--- config.mk ---
export PLATFORM = sky130hd
export DESIGN_NAME = spi_reg_writer
export DESIGN_NICKNAME = d
export VERILOG_FILES = /design/src/rtl/spi_reg_writer.sv
export SDC_FILE = /design/constraint.sdc
export NUM_CORES = 1
export LEC_CHECK = 0
export CAP_MARGIN = 20
export CORE_MARGIN = 4
export CORE_UTILIZATION = 58
export CTS_CLUSTER_SIZE = 28
export DETAILED_ROUTE_END_ITERATION = 8
export GPL_TIMING_DRIVEN = 0
export PLACE_DENSITY = 0.83
export RECOVER_POWER = 100
export REMOVE_ABC_BUFFERS = 1
export SYNTH_ARGS = -nofsm -noshare
export SYNTH_HDL_FRONTEND = slang
export SYNTH_SLANG_ARGS = --single-unit
--- constraint.sdc ---
create_clock -name clk_in -period 2.75 [get_ports clk_in]
set_clock_uncertainty 0.05 [all_clocks]
set_input_delay 0.275 -clock clk_in [delete_from_list [all_inputs] [get_ports clk_in]]
set_output_delay 0.275 -clock clk_in [all_outputs]
set_load 0.01 [all_outputs]
--- src/rtl/spi_reg_writer.sv ---
// spi_reg_writer: SPI mode-0 receiver that turns host frames into single-cycle
// register writes on the voice engine's addr/data/valid bus.
// Frame (MSB first): cmd[2:0], addr[4:0], data[DATA_W-1:0] [, parity].
// Optional feature macro: SPI_REG_WRITER_PARITY_EN appends one even-parity bit
// covering every preceding bit of the frame.
module spi_reg_writer #(
    parameter int SYNC_STAGES = 2,
    parameter int ADDR_W      = 5,
    parameter int DATA_W      = 16
) (
    input  logic              clk_in,
    input  logic              reset_in,
    input  logic              spi_sclk_in,
    input  logic              spi_cs_n_in,
    input  logic              spi_mosi_in,
    output logic [ADDR_W-1:0] addr_out,
    output logic [DATA_W-1:0] data_out,
    output logic              data_valid_out,
    output logic              busy_out,
    output logic              frame_err_out
);

`ifdef SPI_REG_WRITER_PARITY_EN
    localparam int PAR_W = 1;
`else
    localparam int PAR_W = 0;
`endif
    localparam int FRAME_LEN = 8 + DATA_W + PAR_W;
    localparam int CNT_W     = $clog2(FRAME_LEN + 1);

    localparam logic [CNT_W-1:0] CNT_ZERO  = {CNT_W{1'b0}};
    localparam logic [CNT_W-1:0] CNT_ONE   = {{(CNT_W-1){1'b0}}, 1'b1};
    localparam logic [CNT_W-1:0] CNT_LAST  = CNT_W'(FRAME_LEN - 1);
    localparam logic [2:0]       CMD_WRITE = 3'b100;

    typedef enum logic [0:0] {
        ST_IDLE  = 1'b0,
        ST_SHIFT = 1'b1
    } state_t;

    // Even-parity helper: returns 1 when the vector holds an even number of ones.
    function automatic logic f_even_parity_ok(input logic [FRAME_LEN-1:0] vec);
        return ~(^vec);
    endfunction

    // Synchroniser chains plus one delayed copy for edge detection.
    logic [SYNC_STAGES-1:0] r_sclk_sync;
    logic [SYNC_STAGES-1:0] r_cs_n_sync;
    logic [SYNC_STAGES-1:0] r_mosi_sync;
    logic                   r_sclk_d;
    logic                   r_cs_n_d;

    // Frame state.
    state_t                 r_state;
    state_t                 w_state_next;
    logic [CNT_W-1:0]       r_cnt;
    logic [CNT_W-1:0]       w_cnt_next;
    logic [FRAME_LEN-2:0]   r_shift;
    logic [FRAME_LEN-2:0]   w_shift_next;

    // Registered output bus and its next values.
    logic [ADDR_W-1:0]      r_addr;
    logic [DATA_W-1:0]      r_data;
    logic                   r_valid;
    logic                   r_busy;
    logic                   r_err;
    logic [ADDR_W-1:0]      w_addr_next;
    logic [DATA_W-1:0]      w_data_next;
    logic                   w_valid_next;
    logic                   w_err_next;

    // Decoded view of the pins and of the frame being completed.
    logic                   w_sclk_s;
    logic                   w_cs_n_s;
    logic                   w_mosi_s;
    logic                   w_sclk_rise;
    logic                   w_cs_rise;
    logic                   w_cs_fall;
    logic [FRAME_LEN-1:0]   w_frame;
    logic [2:0]             w_cmd;
    logic [ADDR_W-1:0]      w_addr_f;
    logic [DATA_W-1:0]      w_data_f;
    logic                   w_par_ok;

    assign w_sclk_s    = r_sclk_sync[SYNC_STAGES-1];
    assign w_cs_n_s    = r_cs_n_sync[SYNC_STAGES-1];
    assign w_mosi_s    = r_mosi_sync[SYNC_STAGES-1];
    assign w_sclk_rise = w_sclk_s & ~r_sclk_d;
    assign w_cs_rise   = w_cs_n_s & ~r_cs_n_d;
    assign w_cs_fall   = ~w_cs_n_s & r_cs_n_d;

    // mosi travels through the same number of stages as sclk, so the bit
    // seen alongside a detected rise is the one the host launched for it.
    assign w_frame  = {r_shift, w_mosi_s};
    assign w_cmd    = w_frame[FRAME_LEN-1 -: 3];
    assign w_addr_f = w_frame[FRAME_LEN-9+ADDR_W -: ADDR_W];
    assign w_data_f = w_frame[PAR_W +: DATA_W];

`ifdef SPI_REG_WRITER_PARITY_EN
    assign w_par_ok = f_even_parity_ok(w_frame);
`else
    assign w_par_ok = 1'b1;
`endif

    // Bring the asynchronous SPI pins into the clk_in domain and keep one delayed copy.
    always_ff @(posedge clk_in) begin
        if (reset_in) begin
            r_sclk_sync <= {SYNC_STAGES{1'b0}};
            r_cs_n_sync <= {SYNC_STAGES{1'b1}};
            r_mosi_sync <= {SYNC_STAGES{1'b0}};
            r_sclk_d    <= 1'b0;
            r_cs_n_d    <= 1'b1;
        end else begin
            r_sclk_sync <= {r_sclk_sync[SYNC_STAGES-2:0], spi_sclk_in};
            r_cs_n_sync <= {r_cs_n_sync[SYNC_STAGES-2:0], spi_cs_n_in};
            r_mosi_sync <= {r_mosi_sync[SYNC_STAGES-2:0], spi_mosi_in};
            r_sclk_d    <= w_sclk_s;
            r_cs_n_d    <= w_cs_n_s;
        end
    end

    // FSM state register.
    always_ff @(posedge clk_in) begin
        if (reset_in) begin
            r_state <= ST_IDLE;
        end else begin
            r_state <= w_state_next;
        end
    end

    // Next-state, bit counting, frame decode and strobe generation.
    always_comb begin
        w_state_next = r_state;
        w_cnt_next   = r_cnt;
        w_shift_next = r_shift;
        w_addr_next  = r_addr;
        w_data_next  = r_data;
        w_valid_next = 1'b0;
        w_err_next   = 1'b0;
        case (r_state)
            ST_IDLE: begin
                w_cnt_next = CNT_ZERO;
                if (w_cs_fall) begin
                    w_state_next = ST_SHIFT;
                end else begin
                    w_state_next = ST_IDLE;
                end
            end
            ST_SHIFT: begin
                // A rise arriving together with cs_n going high still counts:
                // the host launched it while select was active.
                if (w_sclk_rise) begin
                    w_shift_next = w_frame[FRAME_LEN-2:0];
                    if (r_cnt == CNT_LAST) begin
                        w_cnt_next = CNT_ZERO;
                        if ((w_cmd == CMD_WRITE) && w_par_ok) begin
                            w_valid_next = 1'b1;
                            w_addr_next  = w_addr_f;
                            w_data_next  = w_data_f;
                        end else begin
                            w_err_next = 1'b1;
                        end
                    end else begin
                        w_cnt_next = r_cnt + CNT_ONE;
                    end
                end else begin
                    w_cnt_next = r_cnt;
                end
                // Deselect: a partially received frame is reported as dropped.
                if (w_cs_rise) begin
                    w_state_next = ST_IDLE;
                    if (w_cnt_next != CNT_ZERO) begin
                        w_err_next = 1'b1;
                    end else begin
                        w_err_next = w_err_next;
                    end
                    w_cnt_next = CNT_ZERO;
                end else begin
                    w_state_next = ST_SHIFT;
                end
            end
            default: begin
                w_state_next = ST_IDLE;
                w_cnt_next   = CNT_ZERO;
            end
        endcase
    end

    // Datapath and output registers.
    always_ff @(posedge clk_in) begin
        if (reset_in) begin
            r_cnt   <= CNT_ZERO;
            r_shift <= {(FRAME_LEN-1){1'b0}};
            r_addr  <= {ADDR_W{1'b0}};
            r_data  <= {DATA_W{1'b0}};
            r_valid <= 1'b0;
            r_busy  <= 1'b0;
            r_err   <= 1'b0;
        end else begin
            r_cnt   <= w_cnt_next;
            r_shift <= w_shift_next;
            r_addr  <= w_addr_next;
            r_data  <= w_data_next;
            r_valid <= w_valid_next;
            r_busy  <= (w_cnt_next != CNT_ZERO);
            r_err   <= w_err_next;
        end
    end

    assign addr_out       = r_addr;
    assign data_out       = r_data;
    assign data_valid_out = r_valid;
    assign busy_out       = r_busy;
    assign frame_err_out  = r_err;

endmodule

==> flow_summary.html, run 1 <==
<p>Metrics extracted from the flow reports.</p>
<table>
<tr><th>Metric</th><th>Value</th></tr>
<tr><th colspan="2">Outcome</th></tr>
<tr><td>Run status</td><td>completed</td></tr>
<tr><th colspan="2">Critical path</th></tr>
<tr><td>Number of buffer and inverter stages on the critical path</td><td>0</td></tr>
<tr><td>Crit. End Element</td><td>register</td></tr>
<tr><td>Reg-to-reg slack, setup</td><td>0.64 ns</td></tr>
<tr><td>Max Fanout on Critical Path</td><td>26</td></tr>
<tr><td>Reg-to-Reg Start</td><td>r_sclk_sync[1]</td></tr>
<tr><td>Slowest stage cell on the critical path</td><td>sky130_fd_sc_hd__nor2b_1</td></tr>
<tr><th colspan="2">Power</th></tr>
<tr><td>Areal power density over the cells</td><td>around 670 nW/um^2</td></tr>
<tr><td>Leakage component of the power</td><td>0.993 nW</td></tr>
<tr><td>Top power consumer group</td><td>sequential cells</td></tr>
<tr><th colspan="2">Final timing</th></tr>
<tr><td>Maximum clock frequency</td><td>473 MHz</td></tr>
<tr><td>Transition time at the pin with the least slew margin</td><td>0.855 ns</td></tr>
<tr><th colspan="2">CTS</th></tr>
<tr><td>Number of buffers inserted by post-CTS setup repair</td><td>0</td></tr>
<tr><td>Max H-tree Level</td><td>3</td></tr>
<tr><td>Post-cts resize count</td><td>0</td></tr>
<tr><th colspan="2">Logic synthesis</th></tr>
<tr><td>Largest area contributor in the netlist</td><td>sky130_fd_sc_hd__dfxtp_1</td></tr>
<tr><td>Synth Cell Area</td><td>roughly 2200 sq um</td></tr>
<tr><td>Xor/xnor share</td><td>0.00391</td></tr>
<tr><td>Leading register cell type out of synthesis</td><td>sky130_fd_sc_hd__dfxtp_1</td></tr>
<tr><th colspan="2">Drt</th></tr>
<tr><td>Number of remaining DRC errors</td><td>0</td></tr>
<tr><td>Highest routing layer actually used</td><td>met4</td></tr>
<tr><td>Violation count after the first detailed-route iteration</td><td>approximately 120</td></tr>
<tr><th colspan="2">Finish</th></tr>
<tr><td>Top Layout Cells</td><td>sky130_fd_sc_hd__nand2_1, sky130_fd_sc_hd__dfxtp_1, sky130_fd_sc_hd__a21oi_1</td></tr>
<tr><td>Tally of clock buffers in the finished layout</td><td>12</td></tr>
<tr><td>Layout overhead on the synthesized area</td><td>20.7%</td></tr>
<tr><td>Sequential cell count of the final layout</td><td>61</td></tr>
<tr><th colspan="2">Floorplan</th></tr>
<tr><td>Y dimension of the die</td><td>70.1 microns</td></tr>
</table>
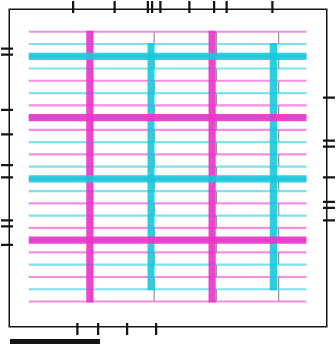
Run 1: floorplan with the power grid
Bar = 20 microns. Pins as bars on the die edge. Tap cells in gray.
| color | net |
|---|---|
| cyan | VDD |
| magenta | VSS |
met1 rails: 23
rows: 22
tap cells: 48
met5 straps: 4
met4 straps: 4

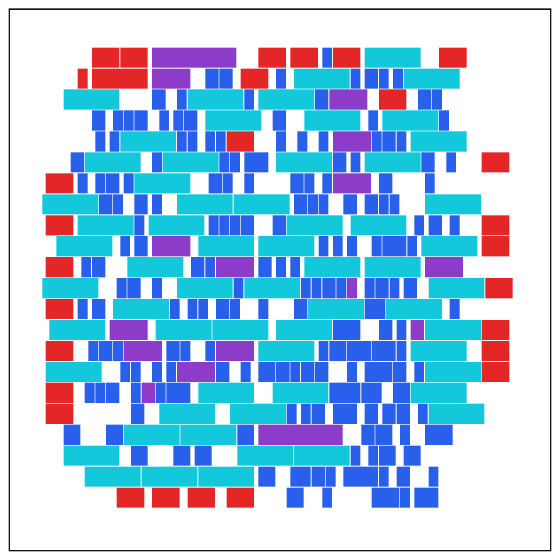
Run 1: cell classes on the final placement
| color | class | cells |
|---|---|---|
| purple | clock drivers and dummy loads | 16 |
| red | other buffers and delay cells | 29 |
| blue | combinational and other logic | 189 |
| cyan | flops | 61 |

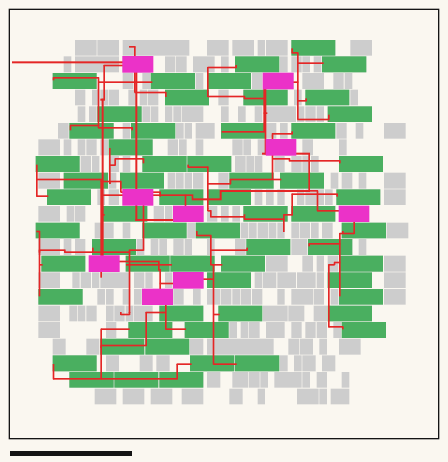
Run 1: clock network drawn from the DEF
Bar = 20 microns.
[green] flip-flops | count: 61
[red] clock wires | length: 647 microns
[magenta] clock drivers | count: 9
routed clock nets: 10
power of the clock network: 0.000879 W
Clk network pwr share: 0.487
insertion delay at the late pin of the worst-skew pair: 0.33 ns

## Run 2: what changed since run 1
--- a/config.mk
+++ b/config.mk
@@ -7,11 +7,11 @@
 export LEC_CHECK = 0
 export CAP_MARGIN = 20
 export CORE_MARGIN = 4
-export CORE_UTILIZATION = 58
+export CORE_UTILIZATION = 53
 export CTS_CLUSTER_SIZE = 28
 export DETAILED_ROUTE_END_ITERATION = 8
 export GPL_TIMING_DRIVEN = 0
-export PLACE_DENSITY = 0.83
+export PLACE_DENSITY = 0.77
 export RECOVER_POWER = 100
 export REMOVE_ABC_BUFFERS = 1
 export SYNTH_ARGS = -nofsm -noshare
==> constraint.sdc (replaced) <==
create_clock -name clk_in -period 2.1 [get_ports clk_in]
set_clock_uncertainty 0.05 [all_clocks]
set_input_delay 0.21 -clock clk_in [delete_from_list [all_inputs] [get_ports clk_in]]
set_output_delay 0.21 -clock clk_in [all_outputs]
set_load 0.01 [all_outputs]
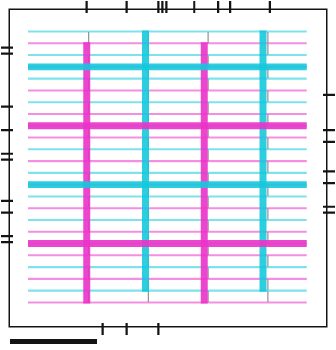
Run 2: floorplan with the power grid
Bar = 20 microns. Pins as bars on the die edge. Tap cells in gray.
| color | net |
|---|---|
| magenta | VSS |
| cyan | VDD |
met5 straps: 4
met4 straps: 4
rows: 23
y dimension of the die: 73.0 microns
Core Footprint: 4030 sq um
worst supply voltage drop on vdd: 0.402 mV
Die X-Extent: 73.0 microns

==> run 2 against run 1 <==
  * Sequential power up 31%
  * Clock power up 2.4%
  * Non-clock buffer count is the same
  * Sequential share of layout area rose by 0.83 points
  * Setup slack got worse by 0.41 ns
  * Synthesized cell count stayed put
  * Via count fell by 2.6%
  * Largest cell class unchanged
  * Largest power group unchanged
  * Highest routed layer unchanged
==> flow_summary.html, run 2 <==
<p>Metrics extracted from the flow reports.</p>
<table>
<tr><th>Metric</th><th>Value</th></tr>
<tr><th colspan="2">Outcome</th></tr>
<tr><td>Run status</td><td>completed (unchanged)</td></tr>
<tr><th colspan="2">CTS</th></tr>
<tr><td>Max H-tree Level</td><td>3 (unchanged)</td></tr>
<tr><td>Insertion delay at the late pin of the worst-skew pair</td><td>0.33 ns (about the same)</td></tr>
<tr><td>Post-cts resize count</td><td>0 (unchanged)</td></tr>
<tr><th colspan="2">Logic synthesis</th></tr>
<tr><td>Leading register cell type out of synthesis</td><td>sky130_fd_sc_hd__dfxtp_1 (unchanged)</td></tr>
<tr><td>Xor/xnor share</td><td>0.00391 (unchanged)</td></tr>
<tr><td>Largest area contributor in the netlist</td><td>sky130_fd_sc_hd__dfxtp_1 (unchanged)</td></tr>
<tr><th colspan="2">Critical path</th></tr>
<tr><td>Slowest stage cell on the critical path</td><td>sky130_fd_sc_hd__and3_4 (was sky130_fd_sc_hd__nor2b_1)</td></tr>
<tr><td>Reg-to-Reg Start</td><td>r_sclk_sync[1] (unchanged)</td></tr>
<tr><td>Max Fanout on Critical Path</td><td>26 (unchanged)</td></tr>
<tr><td>Number of buffer and inverter stages on the critical path</td><td>0 (unchanged)</td></tr>
<tr><td>Reg-to-reg slack, setup</td><td>0.23 ns (was 0.64 ns)</td></tr>
<tr><th colspan="2">Power</th></tr>
<tr><td>Areal power density over the cells</td><td>796 nW/um^2 (was 668 nW/um^2)</td></tr>
<tr><td>Top power consumer group</td><td>sequential cells (unchanged)</td></tr>
<tr><th colspan="2">Finish</th></tr>
<tr><td>Tally of clock buffers in the finished layout</td><td>15 (was 12)</td></tr>
<tr><td>Sequential cell count of the final layout</td><td>61 (unchanged)</td></tr>
<tr><th colspan="2">Drt</th></tr>
<tr><td>Number of remaining DRC errors</td><td>0 (unchanged)</td></tr>
<tr><td>Highest routing layer actually used</td><td>met4 (unchanged)</td></tr>
<tr><td>Violation count after the first detailed-route iteration</td><td>184 (was 123)</td></tr>
<tr><th colspan="2">Placement</th></tr>
<tr><td>Detail Placement HPWL</td><td>2400 microns (was 2500 microns)</td></tr>
<tr><th colspan="2">Final timing</th></tr>
<tr><td>Maximum clock frequency</td><td>534 MHz (was 473 MHz)</td></tr>
<tr><td>Transition time at the pin with the least slew margin</td><td>0.980 ns (was 0.855 ns)</td></tr>
</table>
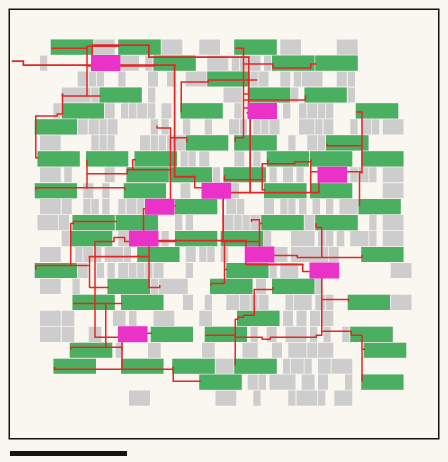
Run 2: clock network drawn from the DEF
Bar = 20 microns.
[magenta] clock drivers | count: 9
[red] clock wires | length: 696 microns
[green] flip-flops | count: 61
routed clock nets: 10
flops lie: spread over the die
Clk network pwr share: 0.427
power of the clock network: 0.000900 W

## Run 3: what changed since run 2
--- a/config.mk
+++ b/config.mk
@@ -7,13 +7,15 @@
 export LEC_CHECK = 0
 export CAP_MARGIN = 20
 export CORE_MARGIN = 4
-export CORE_UTILIZATION = 53
+export CORE_UTILIZATION = 51
+export CTS_BUF_LIST = sky130_fd_sc_hd__clkbuf_4 sky130_fd_sc_hd__clkbuf_8 sky130_fd_sc_hd__clkbuf_16
 export CTS_CLUSTER_SIZE = 28
 export DETAILED_ROUTE_END_ITERATION = 8
 export GPL_TIMING_DRIVEN = 0
-export PLACE_DENSITY = 0.77
+export PLACE_DENSITY = 0.75
 export RECOVER_POWER = 100
 export REMOVE_ABC_BUFFERS = 1
+export SLEW_MARGIN = 20
 export SYNTH_ARGS = -nofsm -noshare
 export SYNTH_HDL_FRONTEND = slang
 export SYNTH_SLANG_ARGS = --single-unit
==> run 3 against run 2 <==
  * Sequential cell count did not move
  * First-iteration DRC count fell by 56%
  * Largest power group unchanged
  * Non-clock buffer count did not move
  * Utilization fell by 1.4 points
  * Total power fell by 0.34%
  * Cell count fell by 0.29%
  * Maximum frequency rose by 0.74%
  * Via count rose by 1.1%
  * Sequential power barely moved
  * Critical path depth did not move
  * Worst hold slack improved by 0.20 ns
==> flow_summary.html, run 3 <==
<p>Metrics extracted from the flow reports.</p>
<table>
<tr><th>Metric</th><th>Value</th></tr>
<tr><th colspan="2">Final timing</th></tr>
<tr><td>Minimum period implied by the final worst setup slack</td><td>1.86 ns (was 1.87 ns)</td></tr>
<tr><td>Maximum clock frequency</td><td>538 MHz (was 534 MHz)</td></tr>
<tr><td>Post-layout worst setup margin</td><td>0.241 ns (was 0.227 ns)</td></tr>
<tr><td>Transition time at the pin with the least slew margin</td><td>1.01 ns (was 0.980 ns)</td></tr>
<tr><td>Final-report hold violation count</td><td>0 (unchanged)</td></tr>
<tr><td>Total negative setup slack</td><td>0 ns (unchanged)</td></tr>
<tr><th colspan="2">Floorplan</th></tr>
<tr><td>Die X-Extent</td><td>74.2 microns (was 73.0 microns)</td></tr>
<tr><td>Core Footprint</td><td>4120 sq um (was 4030 sq um)</td></tr>
<tr><td>Y dimension of the die</td><td>74.2 microns (was 73.0 microns)</td></tr>
<tr><th colspan="2">Critical path</th></tr>
<tr><td>Crit. End Element</td><td>register (unchanged)</td></tr>
<tr><td>Reg-to-reg slack, setup</td><td>0.24 ns (was 0.23 ns)</td></tr>
<tr><td>CP required</td><td>2.30 ns (was 2.29 ns)</td></tr>
<tr><td>Number of buffer and inverter stages on the critical path</td><td>0 (unchanged)</td></tr>
<tr><td>Reg-to-Reg Start</td><td>r_sclk_sync[1] (unchanged)</td></tr>
<tr><td>Slowest stage cell on the critical path</td><td>sky130_fd_sc_hd__and3_4 (unchanged)</td></tr>
<tr><td>Max Fanout on Critical Path</td><td>26 (unchanged)</td></tr>
<tr><td>Crit path largest cell delay</td><td>0.41 ns (was 0.40 ns)</td></tr>
<tr><th colspan="2">Power</th></tr>
<tr><td>Top power consumer group</td><td>sequential cells (unchanged)</td></tr>
<tr><td>Worst supply voltage drop on vdd</td><td>0.496 mV (was 0.402 mV)</td></tr>
<tr><td>Areal power density over the cells</td><td>793 nW/um^2 (was 796 nW/um^2)</td></tr>
<tr><td>Leakage component of the power</td><td>0.965 nW (was 0.959 nW)</td></tr>
<tr><td>Power of the combinational group</td><td>0.0000408 W (was 0.0000405 W)</td></tr>
<tr><th colspan="2">Logic synthesis</th></tr>
<tr><td>Number of synthesized register bits</td><td>61 (unchanged)</td></tr>
<tr><td>Complex-gate fraction of the synthesized area</td><td>0.141 (unchanged)</td></tr>
<tr><td>Leading register cell type out of synthesis</td><td>sky130_fd_sc_hd__dfxtp_1 (unchanged)</td></tr>
<tr><td>Adder-Cell Fraction of Synth Area</td><td>0.00559 (unchanged)</td></tr>
<tr><td>Count of library flops with an enable pin</td><td>0 (unchanged)</td></tr>
<tr><td>Synth Cell Area</td><td>2240 sq um (unchanged)</td></tr>
<tr><td>Xor/xnor share</td><td>0.00391 (unchanged)</td></tr>
<tr><td>Largest area contributor in the netlist</td><td>sky130_fd_sc_hd__dfxtp_1 (unchanged)</td></tr>
<tr><th colspan="2">Drt</th></tr>
<tr><td>Highest routing layer actually used</td><td>met4 (unchanged)</td></tr>
<tr><td>Number of remaining DRC errors</td><td>0 (unchanged)</td></tr>
<tr><td>Final Routed Wirelength</td><td>4030 microns (was 3930 microns)</td></tr>
<tr><td>DR vias</td><td>1770 (was 1750)</td></tr>
<tr><td>Met3 layer wire length in the routed design</td><td>262 microns (was 192 microns)</td></tr>
<tr><th colspan="2">Outcome</th></tr>
<tr><td>Run status</td><td>completed (unchanged)</td></tr>
<tr><th colspan="2">Placement</th></tr>
<tr><td>Detail Placement HPWL</td><td>2490 microns (was 2400 microns)</td></tr>
<tr><th colspan="2">CTS</th></tr>
<tr><td>Post-cts resize count</td><td>0 (unchanged)</td></tr>
<tr><td>Max H-tree Level</td><td>3 (unchanged)</td></tr>
<tr><td>Insertion delay at the late pin of the worst-skew pair</td><td>0.33 ns (about the same)</td></tr>
<tr><td>Number of buffers inserted by post-CTS setup repair</td><td>0 (unchanged)</td></tr>
<tr><th colspan="2">Finish</th></tr>
<tr><td>Commonest non-fill, non-tap cell in the layout</td><td>sky130_fd_sc_hd__nand2_1 (unchanged)</td></tr>
<tr><td>Number of inserted filler cells in the final layout</td><td>358 (was 356)</td></tr>
<tr><td>Layout overhead on the synthesized area</td><td>18.5% (about the same)</td></tr>
<tr><td>Count of non-CTS buffers in the layout</td><td>29 (unchanged)</td></tr>
<tr><td>Largest area class, layout</td><td>flip-flops and latches (unchanged)</td></tr>
<tr><th colspan="2">Hold path</th></tr>
<tr><td>Start point of the worst hold path</td><td>reset_in (unchanged)</td></tr>
<tr><th colspan="2">Global routing</th></tr>
<tr><td>Residual overflow from global routing</td><td>0 (unchanged)</td></tr>
</table>
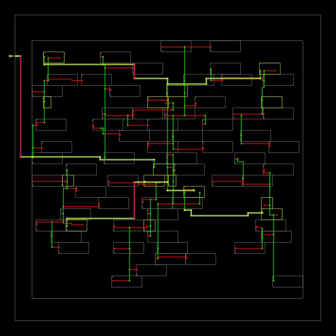
Run 3: the clock network
sequential cell count of the final layout: 61
number of clock sinks: 61
tally of clock buffers in the finished layout: 13
number of buffers added by the clock tree synthesis step: 9

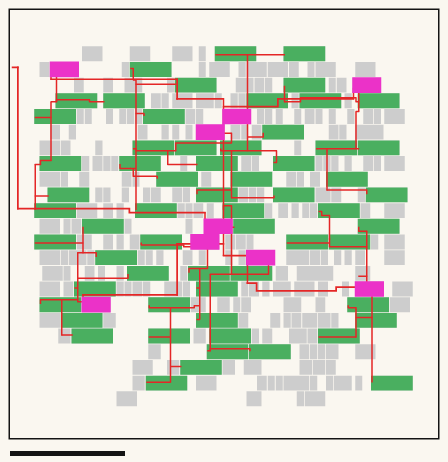
Run 3: clock network drawn from the DEF
Bar = 20 microns.
[green] flip-flops | count: 61
[red] clock wires | length: 698 microns
[magenta] clock drivers | count: 9
routed clock nets: 10
power of the clock network: 0.000893 W
Clk network pwr share: 0.425


==> layout pictures side by side <==
Routed metal, one color a layer.
Bar = 20 microns. Two of the layers only.
panel A
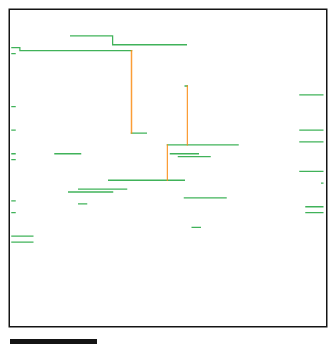
panel B
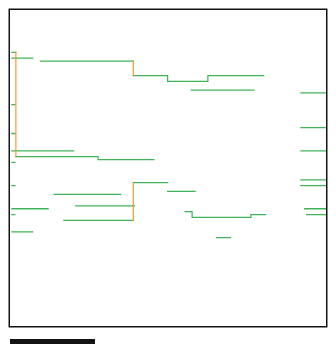
Panel B is run 3.
Panel A is run 2.

Key to panel B:
| color | layer | wire length |
|---|---|---|
| green | metal 3 | 262 microns |
| orange | metal 4 | 36.7 microns |

Power and IR drop assume default switching activity.
